Run 1, cell sizes after repair:
Drawn at 2 px/um.
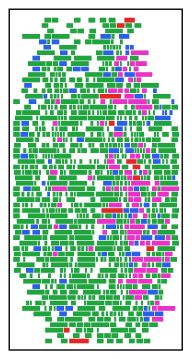
Run 1, placed standard cells:
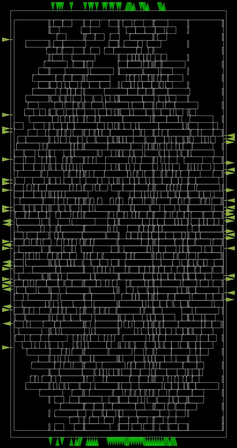
Run 1, wire density map:
Drawn at 3 px/um. The die is cut into 17 by 34 equal tiles; dark purple is low, yellow is high, scaled to the fullest tile. Values are wire area over tile area, all layers added.
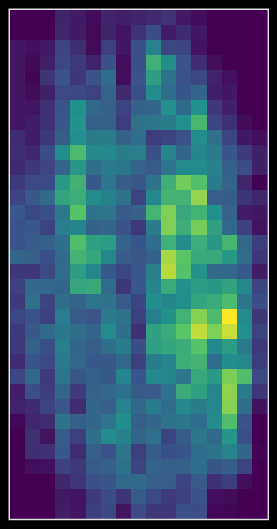
--- config.mk ---
export PLATFORM = sky130hd
export DESIGN_NAME = frame_filter_seq
export DESIGN_NICKNAME = d
export VERILOG_FILES = /design/src/rtl/frame_filter_pkg.sv /design/src/rtl/frame_filter_seq_pixel_op.sv /design/src/rtl/frame_filter_seq.sv
export SDC_FILE = /design/constraint.sdc
export NUM_CORES = 1
export LEC_CHECK = 0
export CAP_MARGIN = 20
export CORE_ASPECT_RATIO = 2
export CORE_MARGIN = 1
export CORE_UTILIZATION = 51
export CTS_BUF_LIST = sky130_fd_sc_hd__clkbuf_4
export CTS_CLUSTER_DIAMETER = 120
export DETAILED_ROUTE_END_ITERATION = 7
export GPL_ROUTABILITY_DRIVEN = 0
export GPL_TIMING_DRIVEN = 0
export PLACE_DENSITY = 0.84
export SLEW_MARGIN = 20
export SYNTH_ARGS = -nofsm -noshare
export SYNTH_HDL_FRONTEND = slang
export SYNTH_SLANG_ARGS = --single-unit
--- constraint.sdc ---
create_clock -name clk -period 3.39 [get_ports clk]
set_input_delay 0.678 -clock clk [delete_from_list [all_inputs] [get_ports clk]]
set_output_delay 0.678 -clock clk [all_outputs]
set_load 0.01 [all_outputs]
--- src/rtl/frame_filter_pkg.sv ---
// Shared encodings for the frame filter engine: operation modes, sequencer states
// and the fixed number of cycles spent on each pixel.
package frame_filter_pkg;

    typedef enum logic [1:0] {
        MODE_COPY = 2'b00,
        MODE_GRAY = 2'b01,
        MODE_INV  = 2'b10,
        MODE_THR  = 2'b11
    } mode_t;

    typedef enum logic [2:0] {
        ST_IDLE,
        ST_RD,
        ST_WT,
        ST_AP,
        ST_WR,
        ST_DONE
    } state_t;

    localparam int CYCLES_PER_PIXEL = 4;

endpackage

--- src/rtl/frame_filter_seq_pixel_op.sv ---
// Combinational per-pixel operation: copy, channel-average gray, invert or gray threshold.
// Channel 0 sits in the least significant bits of the pixel word.
module pixel_op
    import frame_filter_pkg::*;
#(
    parameter int CH_BITS  = 8,
    parameter int CHANNELS = 3
) (
    input  mode_t                         mode,
    input  logic [CH_BITS-1:0]            threshold,
    input  logic [CH_BITS*CHANNELS-1:0]   pixel_in,
    output logic [CH_BITS*CHANNELS-1:0]   pixel_out
);

    localparam int SUM_W = CH_BITS + $clog2(CHANNELS);

    logic [SUM_W-1:0]   sum;
    logic [CH_BITS-1:0] gray;

    always_comb begin
        sum = '0;
        for (int c = 0; c < CHANNELS; c++) begin
            sum = sum + SUM_W'(pixel_in[c*CH_BITS +: CH_BITS]);
        end
    end

    // The average of CHANNELS values never exceeds one channel, so truncation is lossless.
    assign gray = CH_BITS'(sum / SUM_W'(CHANNELS));

    always_comb begin
        pixel_out = pixel_in;
        case (mode)
            MODE_COPY: pixel_out = pixel_in;
            MODE_GRAY: pixel_out = {CHANNELS{gray}};
            MODE_INV:  pixel_out = ~pixel_in;
            MODE_THR:  pixel_out = (gray >= threshold) ? '1 : '0;
            default:   pixel_out = pixel_in;
        endcase
    end

endmodule

--- src/rtl/frame_filter_seq.sv ---
// Pixel sequencer: walks N pixels from a sync source RAM through pixel_op into a destination RAM, 4 cycles/pixel.
// Optional FRAME_FILTER_CHECKSUM_EN adds a 16-bit wrapping sum of all channel values written per job.
module frame_filter_seq
    import frame_filter_pkg::*;
#(
    parameter int ADDR_BITS = 10,
    parameter int CH_BITS   = 8,
    parameter int CHANNELS  = 3
) (
    input  logic                          clk,
    input  logic                          reset,
    input  logic                          start,
    input  logic [1:0]                    mode,
    input  logic [CH_BITS-1:0]            threshold,
    input  logic [ADDR_BITS-1:0]          src_base,
    input  logic [ADDR_BITS-1:0]          dst_base,
    input  logic [ADDR_BITS:0]            length,
    output logic [ADDR_BITS-1:0]          src_addr,
    input  logic [CH_BITS*CHANNELS-1:0]   src_rd_data,
    output logic [ADDR_BITS-1:0]          dst_addr,
    output logic [CH_BITS*CHANNELS-1:0]   dst_wr_data,
    output logic                          dst_we,
    output logic                          busy,
    output logic                          done
`ifdef FRAME_FILTER_CHECKSUM_EN
    ,
    output logic [15:0]                   checksum
`endif
);

    localparam int PIX_W = CH_BITS * CHANNELS;

    state_t                 state_q, state_d;
    logic [ADDR_BITS-1:0]   idx_q;
    logic [ADDR_BITS:0]     len_q;
    logic [ADDR_BITS-1:0]   src_base_q, dst_base_q;
    mode_t                  mode_q;
    logic [CH_BITS-1:0]     thr_q;
    logic [PIX_W-1:0]       op_out;
    logic                   last_pix;

    assign last_pix = ({1'b0, idx_q} == (len_q - (ADDR_BITS+1)'(1)));

    pixel_op #(
        .CH_BITS  (CH_BITS),
        .CHANNELS (CHANNELS)
    ) u_pixel_op (
        .mode      (mode_q),
        .threshold (thr_q),
        .pixel_in  (src_rd_data),
        .pixel_out (op_out)
    );

    always_ff @(posedge clk or posedge reset) begin
        if (reset) begin
            state_q <= ST_IDLE;
        end else begin
            state_q <= state_d;
        end
    end

    always_comb begin
        state_d = state_q;
        case (state_q)
            ST_IDLE: begin
                if (start) begin
                    state_d = (length == '0) ? ST_DONE : ST_RD;
                end
            end
            ST_RD:   state_d = ST_WT;
            ST_WT:   state_d = ST_AP;
            ST_AP:   state_d = ST_WR;
            ST_WR:   state_d = last_pix ? ST_DONE : ST_RD;
            ST_DONE: state_d = ST_IDLE;
            default: state_d = ST_IDLE;
        endcase
    end

    assign busy = (state_q == ST_RD) || (state_q == ST_WT) ||
                  (state_q == ST_AP) || (state_q == ST_WR);
    assign done = (state_q == ST_DONE);

    // Job parameters are captured on the accepting start so mid-job input changes are harmless.
    always_ff @(posedge clk or posedge reset) begin
        if (reset) begin
            idx_q       <= '0;
            len_q       <= '0;
            src_base_q  <= '0;
            dst_base_q  <= '0;
            mode_q      <= MODE_COPY;
            thr_q       <= '0;
            src_addr    <= '0;
            dst_addr    <= '0;
            dst_wr_data <= '0;
            dst_we      <= 1'b0;
        end else begin
            dst_we <= (state_q == ST_AP);
            case (state_q)
                ST_IDLE: begin
                    if (start) begin
                        idx_q      <= '0;
                        len_q      <= length;
                        src_base_q <= src_base;
                        dst_base_q <= dst_base;
                        mode_q     <= mode_t'(mode);
                        thr_q      <= threshold;
                        src_addr   <= src_base;
                    end
                end
                ST_AP: begin
                    dst_wr_data <= op_out;
                    dst_addr    <= dst_base_q + idx_q;
                end
                ST_WR: begin
                    if (!last_pix) begin
                        idx_q    <= idx_q + 1'b1;
                        src_addr <= src_base_q + idx_q + 1'b1;
                    end
                end
                default: ;
            endcase
        end
    end

`ifdef FRAME_FILTER_CHECKSUM_EN
    logic [15:0] wr_sum;

    always_comb begin
        wr_sum = '0;
        for (int c = 0; c < CHANNELS; c++) begin
            wr_sum = wr_sum + 16'(dst_wr_data[c*CH_BITS +: CH_BITS]);
        end
    end

    always_ff @(posedge clk or posedge reset) begin
        if (reset) begin
            checksum <= '0;
        end else if (state_q == ST_IDLE && start) begin
            checksum <= '0;
        end else if (state_q == ST_WR) begin
            checksum <= checksum + wr_sum;
        end
    end
`endif

endmodule

==> results_dict.tcl, run 1 <==
# implementation run metrics
set metrics [dict create \
    status "finished with violations" \
    violations "setup timing" \
    setup_viol 24 \
    finalMaxSlewViolations 0 \
    holdCritStartpoint "src_addr[2]" \
    relSlewSlack_pct 44.2 \
    crit_family "AND-OR/OR-AND gates" \
    use_met3_pct 2.53 \
    largestRegisters "dst_wr_data: 24 flops, len_q: 11 flops" \
    core_area_um2 13600 \
    simple_gate_share_pct 17.4 \
    n_antenna_cell 1 \
    ys_sh_aoi_pct 20.0 \
    setup_ws_ns -4.10 \
    cp-end-kind "flop" \
    clock_sink_count 99 \
    min_period_ns 7.49 \
    avgSynthCellArea_um2 8.76 \
    yosysTopAreaCellShare_pct 34.6 \
    largest_area_cell "dfrtp_1" \
    grt_usage_pct 29.8 \
    largest_register_ffs 24 \
    grt_busiest_layer "met2" \
    min_path_type "flop to flop" \
    fp_nets 936 \
    syn_area_um2 7160 \
]
-- 'cell sizes after repair' (at the start) --
legend:
  _6 and larger:
    colour: red
    cells: 11
    most_used: buf_6
  _3 and _4 cells:
    colour: magenta
    cells: 95
    most_used: buf_4
  _0 and _1 cells:
    colour: green
    cells: 795
    most_used: clkdlybuf4s50_1
  _2 cells:
    colour: blue
    cells: 87
    most_used: mux2_2

-- 'placed standard cells' (at the start) --
row count: 60
Post-Layout Cell Count: 1175
Filler Cells Inserted: 975
fraction of area in registers: 25.9%
final core utilization: 70.3%

-- 'wire density map' (at the start) --
densest ninth of the die: east
fullest tile: 0.87
tiles over half the peak: 14%

==> run 1: timing repair <==
| action | 4_1_cts | 5_1_grt |
|---|---|---|
| setup endpoints to repair | 26 | 35 |
| pin swaps | 38 | 38 |
| gates resized | 74 | 39 |
| setup buffers | 25 | 19 |
==> run 1: metal layers <==
layer / up-vias / wire length, um
met5: - / 0
met4: 0 / 1520
met3: 115 / 1080
met2: 344 / 12300
met1: 3367 / 7480
li1: 3224 / -
==> run 1: power by group through the flow <==
stage	clock network (mW)	logic, mW	registers, mW
finish	0.708	6.14	2.08
global route	0.756	6.62	2.12
CTS	0.718	5.59	2.07
detailed placement	0	5.02	2.10
global placement	0	4.89	2.08
floorplan	0	3.41	2.11
==> run 1 -> run 2 <==
CTS_CLUSTER_DIAMETER = default   (was 120)
PLACE_DENSITY = 0.9   (was 0.84)
Run 2, power grid:
Drawn at 4 px/um. Pins as bars on the die edge.
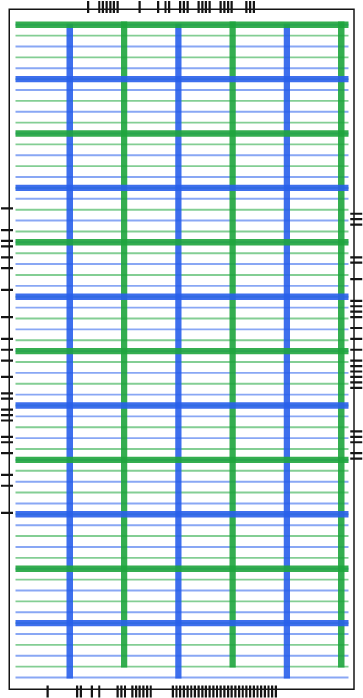
legend:
  VDD:
    colour: green
  VSS:
    colour: blue
signal pins: 115
met5 straps: 12
rows: 60
met4 straps: 6

==> run 2 against run 1 <==
The flow still finishes with violations (setup timing). Total power decreased by 2.6%. Global-route usage rose by 1.7 points. Routed wire length up 2.2%. Cell count fell by 0.68%. Critical path depth shrank 4.
==> results_dict.tcl, run 2 <==
# implementation run metrics
set metrics [dict create \
    crit_family "AND-OR/OR-AND gates" \
    grt_busiest_layer "met2" \
    violations "setup timing" \
    ys_sh_aoi_pct 20.0 \
    met3_length_mm 1.15 \
    use_met3_pct 5.35 \
    seq-power_mw 2.09 \
    largest_register_ffs 24 \
    synthCells 818 \
    largestRegisters "dst_wr_data: 24 flops, len_q: 11 flops" \
    clock_sink_count 99 \
    rows 60 \
    setup_viol 24 \
    pg_comb_mw 6.00 \
    yosysTopAreaCellShare_pct 34.6 \
    setup_ws_ns -4.12 \
    min_period_ns 7.51 \
    avgSynthCellArea_um2 8.76 \
    cts_root_buffer "clkbuf_4" \
    grt_pass1_vias 7400 \
    edf_count 0 \
    largest_area_cell "dfrtp_1" \
    async_flop_share_pct 100 \
    p_clk_mw 0.601 \
    status "finished with violations" \
    simple_gate_share_pct 17.4 \
    route.met2.wl_mm 12.4 \
    final_cells 1167 \
    finalMaxSlewViolations 0 \
    grt_usage_pct 31.5 \
]
Run 2, placed standard cells:
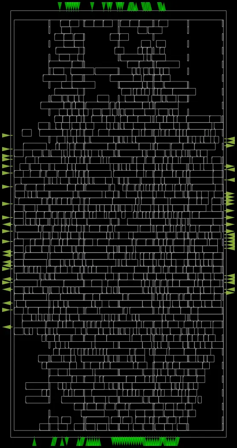
Filler Cells Inserted: 960
core area: 13600 um2
final core utilization: 69.1%
number of well taps: 186
fraction of area in registers: 26.4%

## run 2: cell counts after synthesis
No cell type changed its count.
## run 2: area by class of cell
| type | count | area [um2] | share of cell area [%] |
|---|---|---|---|
| clock inverter | 7 | 58.8 | 0.626 |
| buffer | 34 | 149 | 1.59 |
| inverter | 40 | 155 | 1.65 |
| timing repair buffer | 150 | 1440 | 15.3 |
| antenna | 1 | 2.50 | 0.0267 |
| tap | 186 | 233 | 2.48 |
| multi-input combinational | 641 | 4800 | 51.2 |
| sequential | 99 | 2480 | 26.4 |
| clock buffer | 9 | 67.6 | 0.720 |
## run 2: what timing repair did
item,4_1_cts,5_1_grt
endpoints found under the hold margin,0,0
pin swaps,32,31
endpoints found under the setup margin,26,39
buffers inserted,23,12
gates resized,62,34
Power figures rest on the tool's default switching activity, not on a simulated workload.
